**Placement by cell class**

Scale bar: 50 µm.
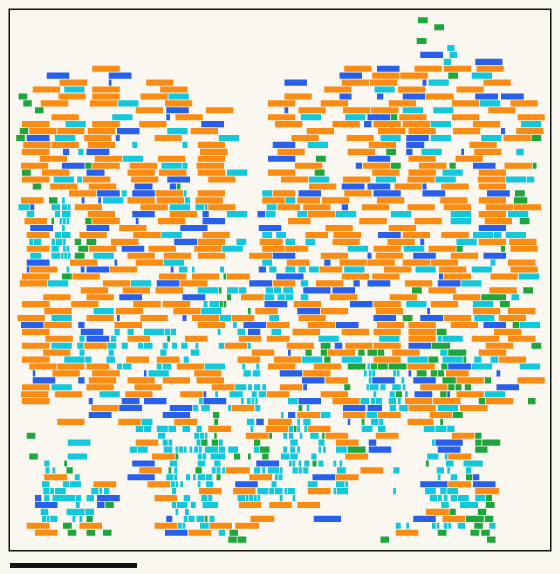
**Clock nets**

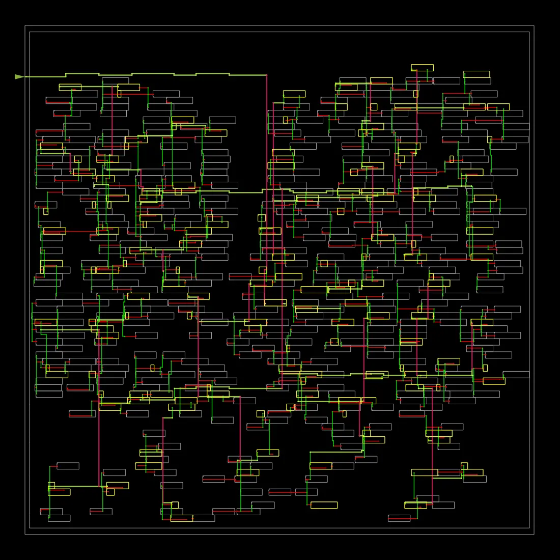
**Routed metal, one colour a layer**

Only two layers are drawn.
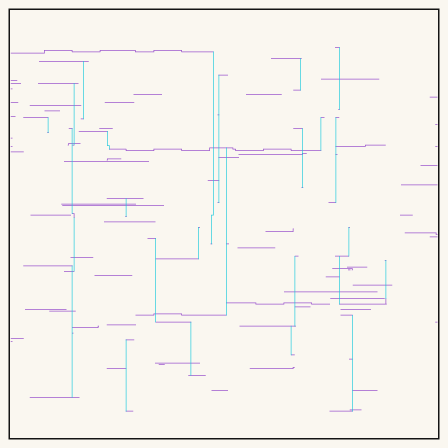
[src/rtl/uart_fifo.sv]
// UART with a configurable frame format, show-ahead TX/RX FIFOs and per-byte RX error flags.
// All logic runs on clk; bit timing comes from an oversampling tick enable.

module uart_fifo_buf #(
    parameter int W     = 8,
    parameter int DEPTH = 16
) (
    input  logic                   clk,
    input  logic                   rst,
    input  logic                   push,
    input  logic [W-1:0]           wdata,
    input  logic                   pop,
    output logic [W-1:0]           rdata,
    output logic                   full,
    output logic                   empty,
    output logic [$clog2(DEPTH):0] level
);
    localparam int AW = $clog2(DEPTH);

    logic [W-1:0]  mem [DEPTH];
    logic [AW-1:0] wptr_q, wptr_d, rptr_q, rptr_d;
    logic [AW:0]   level_q, level_d;
    logic          do_push, do_pop;

    assign empty   = (level_q == '0);
    assign full    = (level_q == (AW+1)'(DEPTH));
    assign do_pop  = pop && !empty;
    // A full FIFO still accepts a push when the head leaves in the same cycle.
    assign do_push = push && (!full || do_pop);
    assign rdata   = empty ? '0 : mem[rptr_q];
    assign level   = level_q;

    always_comb begin
        wptr_d  = wptr_q + AW'(do_push);
        rptr_d  = rptr_q + AW'(do_pop);
        level_d = level_q;
        if (do_push && !do_pop)
            level_d = level_q + 1'b1;
        else if (do_pop && !do_push)
            level_d = level_q - 1'b1;
    end

    always_ff @(posedge clk or posedge rst) begin
        if (rst) begin
            wptr_q  <= '0;
            rptr_q  <= '0;
            level_q <= '0;
        end else begin
            wptr_q  <= wptr_d;
            rptr_q  <= rptr_d;
            level_q <= level_d;
        end
    end

    always_ff @(posedge clk) begin
        if (do_push)
            mem[wptr_q] <= wdata;
    end
endmodule

// state  | meaning
// IDLE   | line idle / waiting for a word (TX) or falling edge (RX)
// START  | start bit;  DATA: data bits LSB first;  PARITY: parity bit;  STOP: stop bit(s)
module uart_fifo #(
    parameter int CLOCK_FREQUENCY = 100_000_000,
    parameter int BAUD_RATE       = 115_200,
    parameter int OVERSAMPLING    = 16,
    parameter int DATA_BITS       = 8,
    parameter int PARITY          = 0,
    parameter int STOP_BITS       = 1,
    parameter int FIFO_DEPTH      = 16
) (
    input  logic                          clk,
    input  logic                          rst_in,
    input  logic [DATA_BITS-1:0]          tx_data_in,
    input  logic                          tx_valid_in,
    output logic                          tx_ready_out,
    output logic                          tx_busy_out,
    output logic                          tx_serial_out,
    input  logic                          rx_serial_in,
    output logic [DATA_BITS-1:0]          rx_data_out,
    output logic                          rx_parity_err_out,
    output logic                          rx_frame_err_out,
    output logic                          rx_valid_out,
    input  logic                          rx_ready_in,
    output logic                          rx_overrun_out,
    input  logic                          err_clr_in,
    output logic [$clog2(FIFO_DEPTH):0]   tx_level_out,
    output logic [$clog2(FIFO_DEPTH):0]   rx_level_out
);
    localparam int OS_DIV  = BAUD_RATE * OVERSAMPLING;
    localparam int DIV_RAW = (CLOCK_FREQUENCY + OS_DIV / 2) / OS_DIV;
    localparam int DIV     = (DIV_RAW < 1) ? 1 : DIV_RAW;
    localparam int CW      = (DIV > 1) ? $clog2(DIV) : 1;
    localparam int OW      = $clog2(2 * OVERSAMPLING);
    localparam int BW      = $clog2(DATA_BITS);
    localparam int DB      = DATA_BITS;

    localparam logic [OW-1:0] BIT_END  = OW'(OVERSAMPLING - 1);
    localparam logic [OW-1:0] HALF_END = OW'(OVERSAMPLING / 2 - 1);
    localparam logic [OW-1:0] STOP_END = OW'(STOP_BITS * OVERSAMPLING - 1);
    localparam logic [BW-1:0] LAST_BIT = BW'(DATA_BITS - 1);

    typedef enum logic [2:0] {S_IDLE, S_START, S_DATA, S_PARITY, S_STOP} state_e;

    logic [CW-1:0] tick_cnt_q, tick_cnt_d;
    logic          sync1_q, sync1_d, sync2_q, sync2_d, prev_q, prev_d;
    logic          overrun_q, overrun_d;
    logic          tick;

    logic          tx_pop, tx_full, tx_empty;
    logic [DB-1:0] tx_word;
    logic          rx_full, rx_empty;
    logic [DB+1:0] rx_head;

    state_e        tx_state_q;
    logic [OW-1:0] tx_os_q;
    logic [BW-1:0] tx_bit_q;
    logic [DB-1:0] tx_shift_q;
    logic          tx_par_q, tx_q, tx_avail_q;

    state_e        rx_state_q;
    logic [OW-1:0] rx_os_q;
    logic [BW-1:0] rx_bit_q;
    logic [DB-1:0] rx_shift_q;
    logic          rx_perr_q, rx_push_q;
    logic [DB+1:0] rx_word_q;

    assign tick = (tick_cnt_q == CW'(DIV - 1));

    always_comb begin
        tick_cnt_d = tick ? '0 : tick_cnt_q + 1'b1;
        sync1_d    = rx_serial_in;
        sync2_d    = sync1_q;
        prev_d     = sync2_q;
        overrun_d  = overrun_q;
        if (err_clr_in)
            overrun_d = 1'b0;
        if (rx_push_q && rx_full && !rx_ready_in)
            overrun_d = 1'b1;
    end

    always_ff @(posedge clk or posedge rst_in) begin
        if (rst_in) begin
            tick_cnt_q <= '0;
            sync1_q    <= 1'b1;
            sync2_q    <= 1'b1;
            prev_q     <= 1'b1;
            overrun_q  <= 1'b0;
        end else begin
            tick_cnt_q <= tick_cnt_d;
            sync1_q    <= sync1_d;
            sync2_q    <= sync2_d;
            prev_q     <= prev_d;
            overrun_q  <= overrun_d;
        end
    end

    uart_fifo_buf #(.W(DB), .DEPTH(FIFO_DEPTH)) u_tx_fifo (
        .clk(clk), .rst(rst_in), .push(tx_valid_in && !tx_full), .wdata(tx_data_in),
        .pop(tx_pop), .rdata(tx_word), .full(tx_full), .empty(tx_empty), .level(tx_level_out)
    );

    uart_fifo_buf #(.W(DB + 2), .DEPTH(FIFO_DEPTH)) u_rx_fifo (
        .clk(clk), .rst(rst_in), .push(rx_push_q), .wdata(rx_word_q),
        .pop(rx_ready_in), .rdata(rx_head), .full(rx_full), .empty(rx_empty), .level(rx_level_out)
    );

    // The start decision uses a registered copy of "FIFO non-empty" to keep the FIFO
    // level off the FSM's critical path; it is exact whenever the decision is taken.
    assign tx_pop = tick && tx_avail_q &&
                    ((tx_state_q == S_IDLE) || (tx_state_q == S_STOP && tx_os_q == STOP_END));

    always_ff @(posedge clk or posedge rst_in) begin
        if (rst_in) begin
            tx_state_q <= S_IDLE;
            tx_os_q    <= '0;
            tx_bit_q   <= '0;
            tx_shift_q <= '0;
            tx_par_q   <= 1'b0;
            tx_q       <= 1'b1;
            tx_avail_q <= 1'b0;
        end else begin
            tx_avail_q <= !tx_empty;
            if (tx_pop) begin
                tx_state_q <= S_START;
                tx_q       <= 1'b0;
                tx_os_q    <= '0;
                tx_shift_q <= tx_word;
                tx_par_q   <= (PARITY == 1) ? ~^tx_word : ^tx_word;
            end else if (tick) begin
                tx_os_q <= tx_os_q + 1'b1;
                case (tx_state_q)
                    S_START: if (tx_os_q == BIT_END) begin
                        tx_state_q <= S_DATA;
                        tx_q       <= tx_shift_q[0];
                        tx_os_q    <= '0;
                        tx_bit_q   <= '0;
                    end
                    S_DATA: if (tx_os_q == BIT_END) begin
                        tx_os_q <= '0;
                        if (tx_bit_q == LAST_BIT) begin
                            tx_state_q <= (PARITY != 0) ? S_PARITY : S_STOP;
                            tx_q       <= (PARITY != 0) ? tx_par_q : 1'b1;
                        end else begin
                            tx_shift_q <= tx_shift_q >> 1;
                            tx_q       <= tx_shift_q[1];
                            tx_bit_q   <= tx_bit_q + 1'b1;
                        end
                    end
                    S_PARITY: if (tx_os_q == BIT_END) begin
                        tx_state_q <= S_STOP;
                        tx_q       <= 1'b1;
                        tx_os_q    <= '0;
                    end
                    S_STOP: if (tx_os_q == STOP_END) begin
                        tx_state_q <= S_IDLE;
                        tx_os_q    <= '0;
                    end
                    default: begin
                        tx_state_q <= S_IDLE;
                        tx_os_q    <= '0;
                    end
                endcase
            end
        end
    end

    always_ff @(posedge clk or posedge rst_in) begin
        if (rst_in) begin
            rx_state_q <= S_IDLE;
            rx_os_q    <= '0;
            rx_bit_q   <= '0;
            rx_shift_q <= '0;
            rx_perr_q  <= 1'b0;
            rx_push_q  <= 1'b0;
            rx_word_q  <= '0;
        end else begin
            rx_push_q <= 1'b0;
            if (tick)
                rx_os_q <= rx_os_q + 1'b1;
            case (rx_state_q)
                S_IDLE: begin
                    rx_os_q <= '0;
                    if (prev_q && !sync2_q) begin
                        rx_state_q <= S_START;
                        rx_perr_q  <= 1'b0;
                    end
                end
                S_START: if (tick && rx_os_q == HALF_END) begin
                    rx_os_q    <= '0;
                    rx_bit_q   <= '0;
                    rx_state_q <= sync2_q ? S_IDLE : S_DATA;
                end
                S_DATA: if (tick && rx_os_q == BIT_END) begin
                    rx_os_q    <= '0;
                    rx_shift_q <= {sync2_q, rx_shift_q[DB-1:1]};
                    rx_bit_q   <= rx_bit_q + 1'b1;
                    if (rx_bit_q == LAST_BIT)
                        rx_state_q <= (PARITY != 0) ? S_PARITY : S_STOP;
                end
                S_PARITY: if (tick && rx_os_q == BIT_END) begin
                    rx_os_q    <= '0;
                    rx_perr_q  <= sync2_q != ((PARITY == 1) ? ~^rx_shift_q : ^rx_shift_q);
                    rx_state_q <= S_STOP;
                end
                S_STOP: if (tick && rx_os_q == BIT_END) begin
                    rx_push_q  <= 1'b1;
                    rx_word_q  <= {rx_perr_q, !sync2_q, rx_shift_q};
                    rx_state_q <= S_IDLE;
                end
                default: rx_state_q <= S_IDLE;
            endcase
        end
    end

    assign tx_ready_out      = !tx_full;
    assign tx_busy_out       = (tx_state_q != S_IDLE) || !tx_empty;
    assign tx_serial_out     = tx_q;
    assign rx_data_out       = rx_head[DB-1:0];
    assign rx_frame_err_out  = rx_head[DB];
    assign rx_parity_err_out = rx_head[DB+1];
    assign rx_valid_out      = !rx_empty;
    assign rx_overrun_out    = overrun_q;
endmodule
[config.mk]
export PLATFORM = sky130hd
export DESIGN_NAME = uart_fifo
export DESIGN_NICKNAME = d
export VERILOG_FILES = /design/src/rtl/uart_fifo.sv
export SDC_FILE = /design/constraint.sdc
export NUM_CORES = 1
export LEC_CHECK = 0
export CAP_MARGIN = 30
export CORE_MARGIN = 1.5
export CORE_UTILIZATION = 35
export CTS_CLUSTER_DIAMETER = 30
export DETAILED_ROUTE_END_ITERATION = 12
export GPL_TIMING_DRIVEN = 0
export PLACE_DENSITY = 0.5
export SYNTH_ARGS = -nofsm -noshare
export SYNTH_HDL_FRONTEND = slang
export SYNTH_SLANG_ARGS = --single-unit
[constraint.sdc]
create_clock -name clk -period 2.9 [get_ports clk]
set_input_delay 0.87 -clock clk [delete_from_list [all_inputs] [get_ports clk]]
set_output_delay 0.87 -clock clk [all_outputs]
set_load 0.005 [all_outputs]
==> impl_metrics.yaml <==
# generated from flow reports
clocking:
  cts_buffer_depth: 3
  clkTransAtPathRegs_ps: 50
  post_cts_resize_count: 111
  post_cts_buffers: 32
  htreeDepth: 3
synthesis:
  most_common_cell: "edfxtp_1"
  ys_top_cells_by_area: "edfxtp_1 (57%), dfrtp_1 (14%), mux4_2 (12%)"
  yosysCellCount: 852
  simple_gate_share_pct: 5.40
  syn_inst: 852
  xor_share_pct: 1.83
  fp_nets: 893
  adder_share_pct: 2.31
  aoi_share_pct: 3.34
  ys_seq_share_pct: 70.9
  syn_avg_cell_area_um2: 18.0
  yosysTopAreaCellShare_pct: 56.5
  ys_types: 53
  synth_area_um2: 15300
power:
  total_power_uw: 16700
  vdd_drop_max_uv: 553
  swShare_pct: 22.5
  p_seq_uw: 6210
  p_leak_uw: 0.00769
  pwr-share-clk_pct: 57.7
  p_int_uw: 12900
  seqPwrFrac_pct: 37.3
cells_and_area:
  comb_area_share_pct: 21.6
  largest_reg_flops: 160
  n_all_buffers: 133
  drive_gt1_share_pct: 34.0
  largestClassByArea: "registers"
  regMostFlops: "u_rx_fifo.mem"
  reg_top3: "u_rx_fifo.mem (160), u_tx_fifo.mem (128), rx_word_q (10)"
  nClkBuffers: 96
  ff_count: 376
  most-common-layout-cells: "edfxtp_1 (288), clkbuf_16 (85), mux4_2 (82), dfrtp_1 (82), nor2_1 (46)"
  fin_cells: 1688
  fin_nets: 1072
  inverters: 17
  area_growth_pct: 31.8
  logic_area_um2: 4360
  layout.clock.cell_area_share_pct: 14.6
  fin_area_um2: 20200
drt:
  met2_length_um: 16400
  drc_errors: 0
  dr.pass1.iters: 4
  vias: 8116
  drt_iter0_drc: 447
  top_layer: "met4"
global_routing:
  gr-usage-met2_pct: 25.5
  grt_overflow: 0
  grt_pass1_wl_um: 51600
  grtUsageMet3_pct: 3.78
  grt_max_degree: 39
  grt_busiest_layer: "met2"
setup_path:
  cp_num_buf_inv: 3
  crit_end: "rx_frame_err_out"
  r2r-start: "tx_os_q[0]"
  reg2reg_to: "u_tx_fifo.level[4]"
  critical_path.slowest_cell: "mux4_2"
  ff2ff_path_depth: 12
  cp_num_cells: 6
  slowest_delay_ps: 550
  critPathMaxFanout: 7
  start_kind: "register"
  cp.required_ps: 2030
  crit_path_end_kind: "output port"
  reg2reg_slack_ps: 210
timing:
  tns_ps: -6130
  min_period_ps: 3530
  fin_worst_skew_ps: 19.2
  grt_setup_unrepaired: "true"
  final-setup-viol-count: 10
  hold_viol: 0
  fin_ws_ps: -633
  worst_pin_slew_ps: 1020
  finalMaxSlewViolations: 0
hold_path:
  hp-class: "register to register"
  min_path_cells: 0
  min_to: "prev_d"
place:
  dpl-instance-area_um2: 16700
  dp_slack_ps: -707
  io_buffers: 38
run_status:
  status: "complete, but fails checks"
  violations: "setup timing"
job:
  cap_violations: 0
floorplanning:
  initCoreUtil_pct: 35.5
  die_w_um: 212
Back to the opening pictures, 'placement by cell class':
- blue: clock drivers and dummy loads (cells 159; share of their area 15%)
- orange: flops (cells 376; share of their area 56%)
- cyan: combinational and other logic (cells 435; share of their area 23%)
- green: other buffers and delay cells (cells 133; share of their area 6.2%)
Core Area: 43100 µm²
number of placement rows: 76
sequential share of cell area: 53.8%
final core occ: 46.8%

Back to the opening pictures, 'clock nets':
clock sink count: 376
clk latency late pin: 600 ps
Clk. pwr: 9610 µW

Back to the opening pictures, 'routed metal, one colour a layer':
- purple: metal 3 (wire length 1460 µm)
- cyan: metal 4 (wire length 868 µm)
GRT Resource Usage Total: 15.4%
final wirelength: 32700 µm
Routed WL per cell: 19.4 µm

Power and IR drop assume default switching activity.
